### config.mk
export PLATFORM = sky130hd
export DESIGN_NAME = mem_scan_reader_flat
export DESIGN_NICKNAME = d
export VERILOG_FILES = /design/src/rtl/mem_scan_reader_if.sv /design/src/rtl/mem_scan_reader.sv /design/src/flat_wrapper.sv
export SDC_FILE = /design/constraint.sdc
export NUM_CORES = 1
export LEC_CHECK = 0
export CAP_MARGIN = 20
export CORE_MARGIN = 10
export CORE_UTILIZATION = 40
export CTS_CLUSTER_SIZE = 8
export DETAILED_ROUTE_END_ITERATION = 10
export RECOVER_POWER = 50
export SYNTH_ARGS = -nofsm -noshare
export SYNTH_HDL_FRONTEND = slang
export SYNTH_SLANG_ARGS = --single-unit
### constraint.sdc
create_clock -name CLK -period 10.7 [get_ports CLK]
set_input_delay 2.675 -clock CLK [delete_from_list [all_inputs] [get_ports CLK]]
set_output_delay 2.675 -clock CLK [all_outputs]
set_load 0.05 [all_outputs]
### src/rtl/mem_scan_reader_if.sv
// Bundled control, memory read port and output stream of mem_scan_reader.
// Carries out_class only when ZCNT_CLASS_EN is defined.
interface mem_scan_reader_if #(
  parameter int DATA_W = 32,
  parameter int ADDR_W = 7,
  parameter int ZC_W   = 6
);
  logic              start;
  logic [ADDR_W-1:0] base_addr;
  logic [ADDR_W:0]   len;
  logic              busy;
  logic              done;
  logic              mem_rd_en;
  logic [ADDR_W-1:0] mem_rd_addr;
  logic [DATA_W-1:0] mem_rd_data;
  logic              out_valid;
  logic              out_ready;
  logic [DATA_W-1:0] out_data;
  logic [ZC_W-1:0]   out_zcnt;
`ifdef ZCNT_CLASS_EN
  logic [1:0]        out_class;
`endif

  modport slave (
    input  start, base_addr, len, mem_rd_data, out_ready,
    output busy, done, mem_rd_en, mem_rd_addr, out_valid, out_data, out_zcnt
`ifdef ZCNT_CLASS_EN
    , output out_class
`endif
  );

  modport master (
    output start, base_addr, len, mem_rd_data, out_ready,
    input  busy, done, mem_rd_en, mem_rd_addr, out_valid, out_data, out_zcnt
`ifdef ZCNT_CLASS_EN
    , input out_class
`endif
  );
endinterface

### src/rtl/mem_scan_reader.sv
// Streams len words from the scratch memory starting at base_addr, tagging each with its zero count.
// Optional ZCNT_CLASS_EN adds a 2-bit zero-count class per word.
module mem_scan_reader #(
  parameter int DATA_W = 32,
  parameter int DEPTH  = 128,
  parameter int ADDR_W = 7,
  parameter int ZC_W   = 6
) (
  input logic              CLK,
  input logic              RSTX,
  mem_scan_reader_if.slave bus
);
  typedef enum logic [1:0] {IDLE, READ, DRAIN, DONE} state_t;

  state_t            state_q, state_d;
  logic [ADDR_W-1:0] ptr_q, ptr_d;
  logic [ADDR_W-1:0] rd_addr_q, rd_addr_d;
  logic [ADDR_W:0]   rem_q, rem_d;
  logic              rd_en_q, rd_en_d;
  logic              cap_q;

  logic [DATA_W-1:0] buf_data_q [2];
  logic [ZC_W-1:0]   buf_zc_q [2];
  logic              rd_ptr_q, wr_ptr_q;
  logic [1:0]        cnt_q;

  logic              push, pop, issue_ok;
  logic [2:0]        occ_after;
  logic [ZC_W-1:0]   cap_zc;

  always_comb begin
    cap_zc = '0;
    for (int unsigned i = 0; i < DATA_W; i++) begin
      if (!bus.mem_rd_data[i]) cap_zc = cap_zc + ZC_W'(1);
    end
  end

  // Credits: buffered words plus reads still in the memory pipeline never exceed two.
  assign push      = cap_q;
  assign pop       = (cnt_q != 2'd0) && bus.out_ready;
  assign occ_after = 3'(cnt_q) + 3'(push) - 3'(pop);
  assign issue_ok  = (occ_after + 3'(rd_en_q)) < 3'd2;

  always_comb begin
    state_d   = state_q;
    ptr_d     = ptr_q;
    rem_d     = rem_q;
    rd_en_d   = 1'b0;
    rd_addr_d = rd_addr_q;
    case (state_q)
      IDLE: begin
        if (bus.start) begin
          ptr_d   = bus.base_addr;
          rem_d   = bus.len;
          state_d = (bus.len == '0) ? DONE : READ;
        end
      end
      READ: begin
        if (rem_q != '0 && issue_ok) begin
          rd_en_d   = 1'b1;
          rd_addr_d = ptr_q;
          ptr_d     = (ptr_q == ADDR_W'(DEPTH - 1)) ? '0 : ptr_q + ADDR_W'(1);
          rem_d     = rem_q - (ADDR_W + 1)'(1);
          if (rem_q == (ADDR_W + 1)'(1)) state_d = DRAIN;
        end
      end
      DRAIN: begin
        if (!rd_en_q && !cap_q && occ_after == 3'd0) state_d = DONE;
      end
      DONE:    state_d = IDLE;
      default: state_d = IDLE;
    endcase
  end

  always_ff @(posedge CLK or negedge RSTX) begin
    if (!RSTX) begin
      state_q   <= IDLE;
      ptr_q     <= '0;
      rem_q     <= '0;
      rd_en_q   <= 1'b0;
      rd_addr_q <= '0;
      cap_q     <= 1'b0;
    end else begin
      state_q   <= state_d;
      ptr_q     <= ptr_d;
      rem_q     <= rem_d;
      rd_en_q   <= rd_en_d;
      rd_addr_q <= rd_addr_d;
      cap_q     <= rd_en_q;
    end
  end

  always_ff @(posedge CLK or negedge RSTX) begin
    if (!RSTX) begin
      for (int unsigned i = 0; i < 2; i++) begin
        buf_data_q[i] <= '0;
        buf_zc_q[i]   <= '0;
      end
      rd_ptr_q <= 1'b0;
      wr_ptr_q <= 1'b0;
      cnt_q    <= '0;
    end else begin
      if (push) begin
        buf_data_q[wr_ptr_q] <= bus.mem_rd_data;
        buf_zc_q[wr_ptr_q]   <= cap_zc;
        wr_ptr_q             <= ~wr_ptr_q;
      end
      if (pop) rd_ptr_q <= ~rd_ptr_q;
      cnt_q <= cnt_q + 2'(push) - 2'(pop);
    end
  end

`ifdef ZCNT_CLASS_EN
  logic [1:0] buf_cls_q [2];
  logic [1:0] cap_cls;

  always_comb begin
    cap_cls = 2'd2;
    if (cap_zc == ZC_W'(0))      cap_cls = 2'd0;
    else if (cap_zc == ZC_W'(1)) cap_cls = 2'd1;
  end

  always_ff @(posedge CLK or negedge RSTX) begin
    if (!RSTX) begin
      for (int unsigned i = 0; i < 2; i++) buf_cls_q[i] <= '0;
    end else if (push) begin
      buf_cls_q[wr_ptr_q] <= cap_cls;
    end
  end

  assign bus.out_class = buf_cls_q[rd_ptr_q];
`endif

  assign bus.busy        = (state_q == READ) || (state_q == DRAIN);
  assign bus.done        = (state_q == DONE);
  assign bus.mem_rd_en   = rd_en_q;
  assign bus.mem_rd_addr = rd_addr_q;
  assign bus.out_valid   = (cnt_q != 2'd0);
  assign bus.out_data    = buf_data_q[rd_ptr_q];
  assign bus.out_zcnt    = buf_zc_q[rd_ptr_q];
endmodule

### src/flat_wrapper.sv
// flat-port wrapper written by rule: the top's interface ports become plain ports
module mem_scan_reader_flat 
#(
  parameter int DATA_W = 32,
  parameter int DEPTH  = 128,
  parameter int ADDR_W = 7,
  parameter int ZC_W   = 6
)
  (CLK, RSTX, bus_start, bus_base_addr, bus_len, bus_mem_rd_data, bus_out_ready, bus_busy, bus_done, bus_mem_rd_en, bus_mem_rd_addr, bus_out_valid, bus_out_data, bus_out_zcnt);
  mem_scan_reader_if #(.DATA_W(DATA_W), .ADDR_W(ADDR_W), .ZC_W(ZC_W)) bus_i ();
  input logic CLK;
  input logic RSTX;
  input wire logic [$bits(bus_i.start)-1:0] bus_start;
  input wire logic [$bits(bus_i.base_addr)-1:0] bus_base_addr;
  input wire logic [$bits(bus_i.len)-1:0] bus_len;
  input wire logic [$bits(bus_i.mem_rd_data)-1:0] bus_mem_rd_data;
  input wire logic [$bits(bus_i.out_ready)-1:0] bus_out_ready;
  output wire logic [$bits(bus_i.busy)-1:0] bus_busy;
  output wire logic [$bits(bus_i.done)-1:0] bus_done;
  output wire logic [$bits(bus_i.mem_rd_en)-1:0] bus_mem_rd_en;
  output wire logic [$bits(bus_i.mem_rd_addr)-1:0] bus_mem_rd_addr;
  output wire logic [$bits(bus_i.out_valid)-1:0] bus_out_valid;
  output wire logic [$bits(bus_i.out_data)-1:0] bus_out_data;
  output wire logic [$bits(bus_i.out_zcnt)-1:0] bus_out_zcnt;
  assign bus_i.start = bus_start;
  assign bus_i.base_addr = bus_base_addr;
  assign bus_i.len = bus_len;
  assign bus_i.mem_rd_data = bus_mem_rd_data;
  assign bus_i.out_ready = bus_out_ready;
  assign bus_busy = bus_i.busy;
  assign bus_done = bus_i.done;
  assign bus_mem_rd_en = bus_i.mem_rd_en;
  assign bus_mem_rd_addr = bus_i.mem_rd_addr;
  assign bus_out_valid = bus_i.out_valid;
  assign bus_out_data = bus_i.out_data;
  assign bus_out_zcnt = bus_i.out_zcnt;
  mem_scan_reader #(.DATA_W(DATA_W), .DEPTH(DEPTH), .ADDR_W(ADDR_W), .ZC_W(ZC_W)) u_core (.CLK(CLK), .RSTX(RSTX), .bus(bus_i));
endmodule
The clock network:
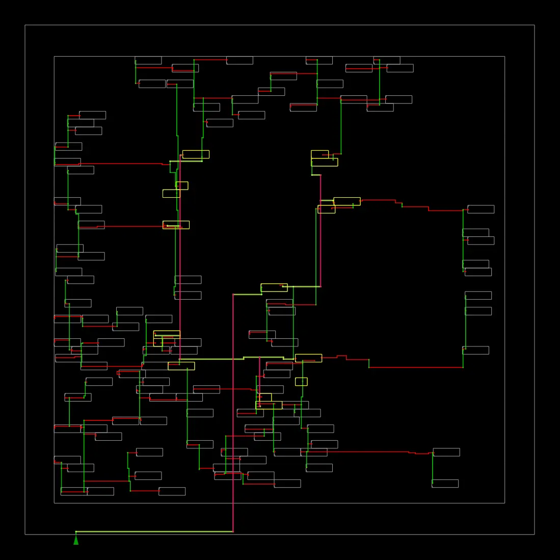
CLK BUF: 9
clock sink count: 106
total CTS buffers: 9

Signal wires on met2:
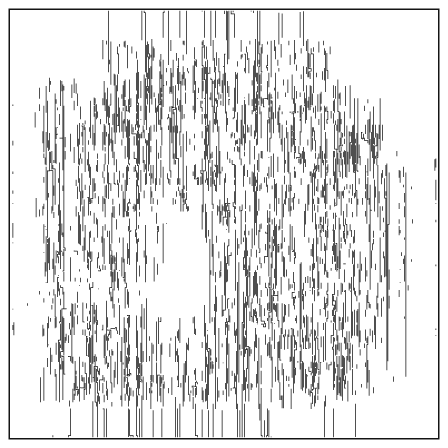
share of all routed wire: 48%
wire length on this layer: 12500 um
longest straight run: 85.3 um

Cells coloured by class:
Bar = 50 um. Fill, decap, tap and diode cells in grey.
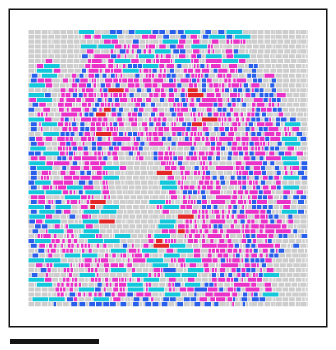
[red] clock drivers and dummy loads | cells: 16 | share of their area: 2.3%
[magenta] remaining logic cells | cells: 943 | share of their area: 55%
[cyan] registers | cells: 106 | share of their area: 20%
[blue] remaining buffers and delay cells | cells: 380 | share of their area: 23%

Gate families picked out:
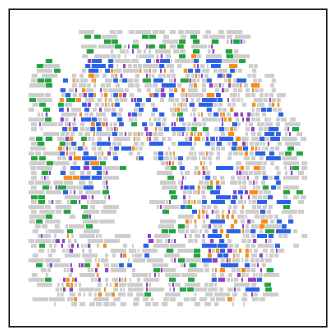
[purple] nand cells | cells: 164 | most used: nand2_1
[blue] xor and xnor cells | cells: 160 | most used: xnor2_1
[green] mux cells | cells: 103 | most used: mux2_2 | where: widely spread
[orange] nor cells | cells: 138 | most used: nor2_1

==> impl_metrics.csv <==
group,metric,value,unit
synthesis,synth-adder-area-share,0.0577,
routing,antenna_left,0,
global_route,grt_pass1_vias,9041,
run,warnings,36,
clock_network,clockBufferDepth,2,
clock_network,htree_levels,3,
cells_and_area,fin_cells,1769,
synthesis,ys_warn_count,0,
floorplanning,die_h,177,um
cells_and_area,num_antenna_cells,0,
routing,routed_wl,26100,um
cells_and_area,lay_top_count,"buf_4",
synthesis,mux_area_frac,0.116,
routing,vias,9063,
placement,place_area,12900,um^2
critical_path,endpoint_kind,"flip-flop",
routing,via_per_inst,5.12,
global_route,antenna_found_initial,0,
final_timing,rsz0062_at_grt,"true",
worst_hold_path,hp-start,"u_core.bus.mem_rd_en",
placement,pre_cts_slack,-6.86,ns
critical_path,cp_max_fo,3,
critical_path,cp_common_cell,"ha_1",
final_timing,fin_tns_setup,-59.29,ns
clock_network,root_buffer,"clkbuf_16",
synthesis,synth_stat.cells,1104,
outcome,violations,"capacitance limit, slew limit, setup timing",
placement,port_buffers,99,
clock_network,clkTransAtPathRegs,0.09,ns
final_timing,finalHoldViolations,0,
cells_and_area,drive_gt1_frac,0.345,
synthesis,floorplan.nets,1199,
worst_hold_path,hold_path_depth,0,
synthesis,edf_count,0,
global_route,grt_pass1_wl,43300,um
synthesis,largest_area_cell,"dfrtp_1",
routing,route.detailed.drc,0,
final_timing,tightest_slew,2.75,ns
final_timing,final.min_clock_period,16.73,ns
synthesis,syn_avg_cell_area,8.91,um^2
placement,dpl.hpwl,19100,um
cells_and_area,flop_area,2650,um^2
final_timing,slew_violations,50,
critical_path,crit_path_top_delay_cell,"ha_1",
critical_path,required,10.94,ns
placement,place_inst,1699,
run,cap_violations,1,
placement,gp_congestion,0.874,
synthesis,ys_dominant_reg_cell,"dfrtp_1",
outcome,status,"finished with violations",
critical_path,r2r_slack,6.39,ns
final_timing,fin_skew,0.0149,ns
routing,drt_pass1_iterations,6,
synthesis,syn_inst,1104,
final_timing,max_slew_margin,-0.832,
routing,wl_per_cell,14.8,um
cells_and_area,design_area,14000,um^2
synthesis,ys_top_logic_family,"XOR/XNOR gates",
clock_network,clk_latency,0.37,ns
floorplanning,initCoreUtil,0.406,
synthesis,xor_share,0.182,
synthesis,synth_cell_type_count,90,
floorplanning,die_area,31300,um^2
clock_network,cts_tree,"done",
cells_and_area,final_cell_mix,"buf_4 (276), dfrtp_1 (105), nand2_1 (98), clkdlybuf4s50_1 (95), xnor2_1 (90)",
critical_path,critPathKind,"in2reg",
routing,first_iter_violations,452,
final_timing,finalClockPeriodUsage,1.56,
synthesis,area_leaders,"dfrtp_1 (27%), mux2_2 (9.7%), xnor2_1 (9.1%)",
global_route,track_usage,0.165,
synthesis,synth-simple-area-share,0.180,
critical_path,crit_arrival,16.97,ns
cells_and_area,layout.nets,1535,
synthesis,yosysChipArea,9840,um^2
synthesis,synth-seq-cells,106,
final_timing,fmax,59.8,MHz
cells_and_area,fill_cells,2179,
synthesis,ys_seq_share,0.270,
critical_path,critPathMaxStageDelay,0.32,ns
global_route,grt_max_degree,59,
critical_path,r2r_end,"u_core.ptr_q[6]",
synthesis,top_cell_area_share,0.270,
floorplanning,row_count,57,
global_route,overflow,0,
synthesis,synthArstFlopShare,1.00,
synthesis,ys_sh_aoi,0.155,
floorplanning,die_width,177,um
synthesis,syn_area,9840,um^2
final_timing,fin_ws,-6.03,ns
floorplanning,core,24200,um^2
critical_path,cp-start-kind,"primary input",
worst_hold_path,hp-class,"reg2reg",
critical_path,r2r-start,"u_core.cnt_q[1]",
cells_and_area,syn_to_final_growth,41.8,%
final_timing,whs,0.468,ns
final_timing,setup_viol,10,
## layout make-up
type / instances / area share
multi-input cells: 895 / 0.521
repair buffers: 380 / 0.223
flip-flops and latches: 106 / 0.190
well taps: 324 / 0.0291
clock buffers: 9 / 0.0161
inverters: 48 / 0.0142
clock inverters: 7 / 0.00655
## logic make-up (layout without fill, tap and decap cells)
| group | Yosys count | in the layout |
|---|---|---|
| xor gates and xnor gates | 160 | 160 |
| buffers and inverters | 103 | 444 |
| muxes | 103 | 103 |
| and+or+nand+nor | 346 | 346 |
| DFF | 106 | 106 |
| AOI/OAI and AO/OA | 241 | 241 |
| adders and majority gates | 45 | 45 |
## flip-flops by register name (all words and copies together), names as in the netlist
name,cells
u_core.buf_data_q,64
u_core.buf_zc_q,12
u_core.bus.mem_rd_addr,7
u_core.bus.mem_rd_en,1
u_core.cap_q,1
u_core.cnt_q,2
u_core.ptr_q,7
u_core.rd_ptr_q,1
u_core.rem_q,8
u_core.state_q,2
u_core.wr_ptr_q,1
## synthesized netlist by cell type, drive strengths merged (5+ instances only)
cell type,n
a211oi,5
a21oi,50
a311oi,7
a31oi,16
and2,9
and3,10
buf,11
clkbuf,44
dfrtp,106
ha,43
inv,47
mux2,85
mux2i,18
nand2,104
nand2b,21
nand3,29
nor2,62
nor2b,30
nor3,26
nor3b,7
nor4,9
o21ai,93
o221ai,5
o22ai,13
o31ai,7
or2,7
or3,5
xnor2,110
xnor3,18
xor2,29
## worst max-delay path, delay by kind of cell
kind,cells,cell delay (ns)
AND-OR/OR-AND,26,3.67
buffers and inverters,6,0.54
XOR/XNOR,14,2.14
multiplexers,5,1.08
adder cells (fa/ha/maj),16,4.47
AND/OR/NAND/NOR,23,2.34
## repair_timing
action | CTS | global route
setup buffers | 40 | 14
endpoints found under the setup margin | 10 | 10
gates resized | 30 | 49
hold buffers | 0 | 0
pin swaps | 68 | 56
## how the worst max path moves through the flow
stage	startpoint	endpoint	slack, ns	cells past startpoint
floorplan	bus_mem_rd_data[1]	u_core.buf_zc_q[11]	-6.09	88
global placement	bus_mem_rd_data[1]	u_core.buf_zc_q[5]	-6.50	90
detailed placement	bus_mem_rd_data[1]	u_core.buf_zc_q[5]	-6.86	90
CTS	bus_mem_rd_data[1]	u_core.buf_zc_q[11]	-5.90	90
global route	bus_mem_rd_data[1]	u_core.buf_zc_q[5]	-6.81	89
finish	bus_mem_rd_data[1]	u_core.buf_zc_q[11]	-6.03	90
## per-layer routing
layer | track usage | share of wire | vias up | wire length [um]
met4 | 0.0441 | 0.015 | 0 | 386
met1 | 0.218 | 0.47 | 4330 | 12400
li1 | - | - | 4596 | -
met5 | 0 | 0 | - | 0
met2 | 0.274 | 0.48 | 118 | 12500
met3 | 0.0258 | 0.032 | 19 | 836
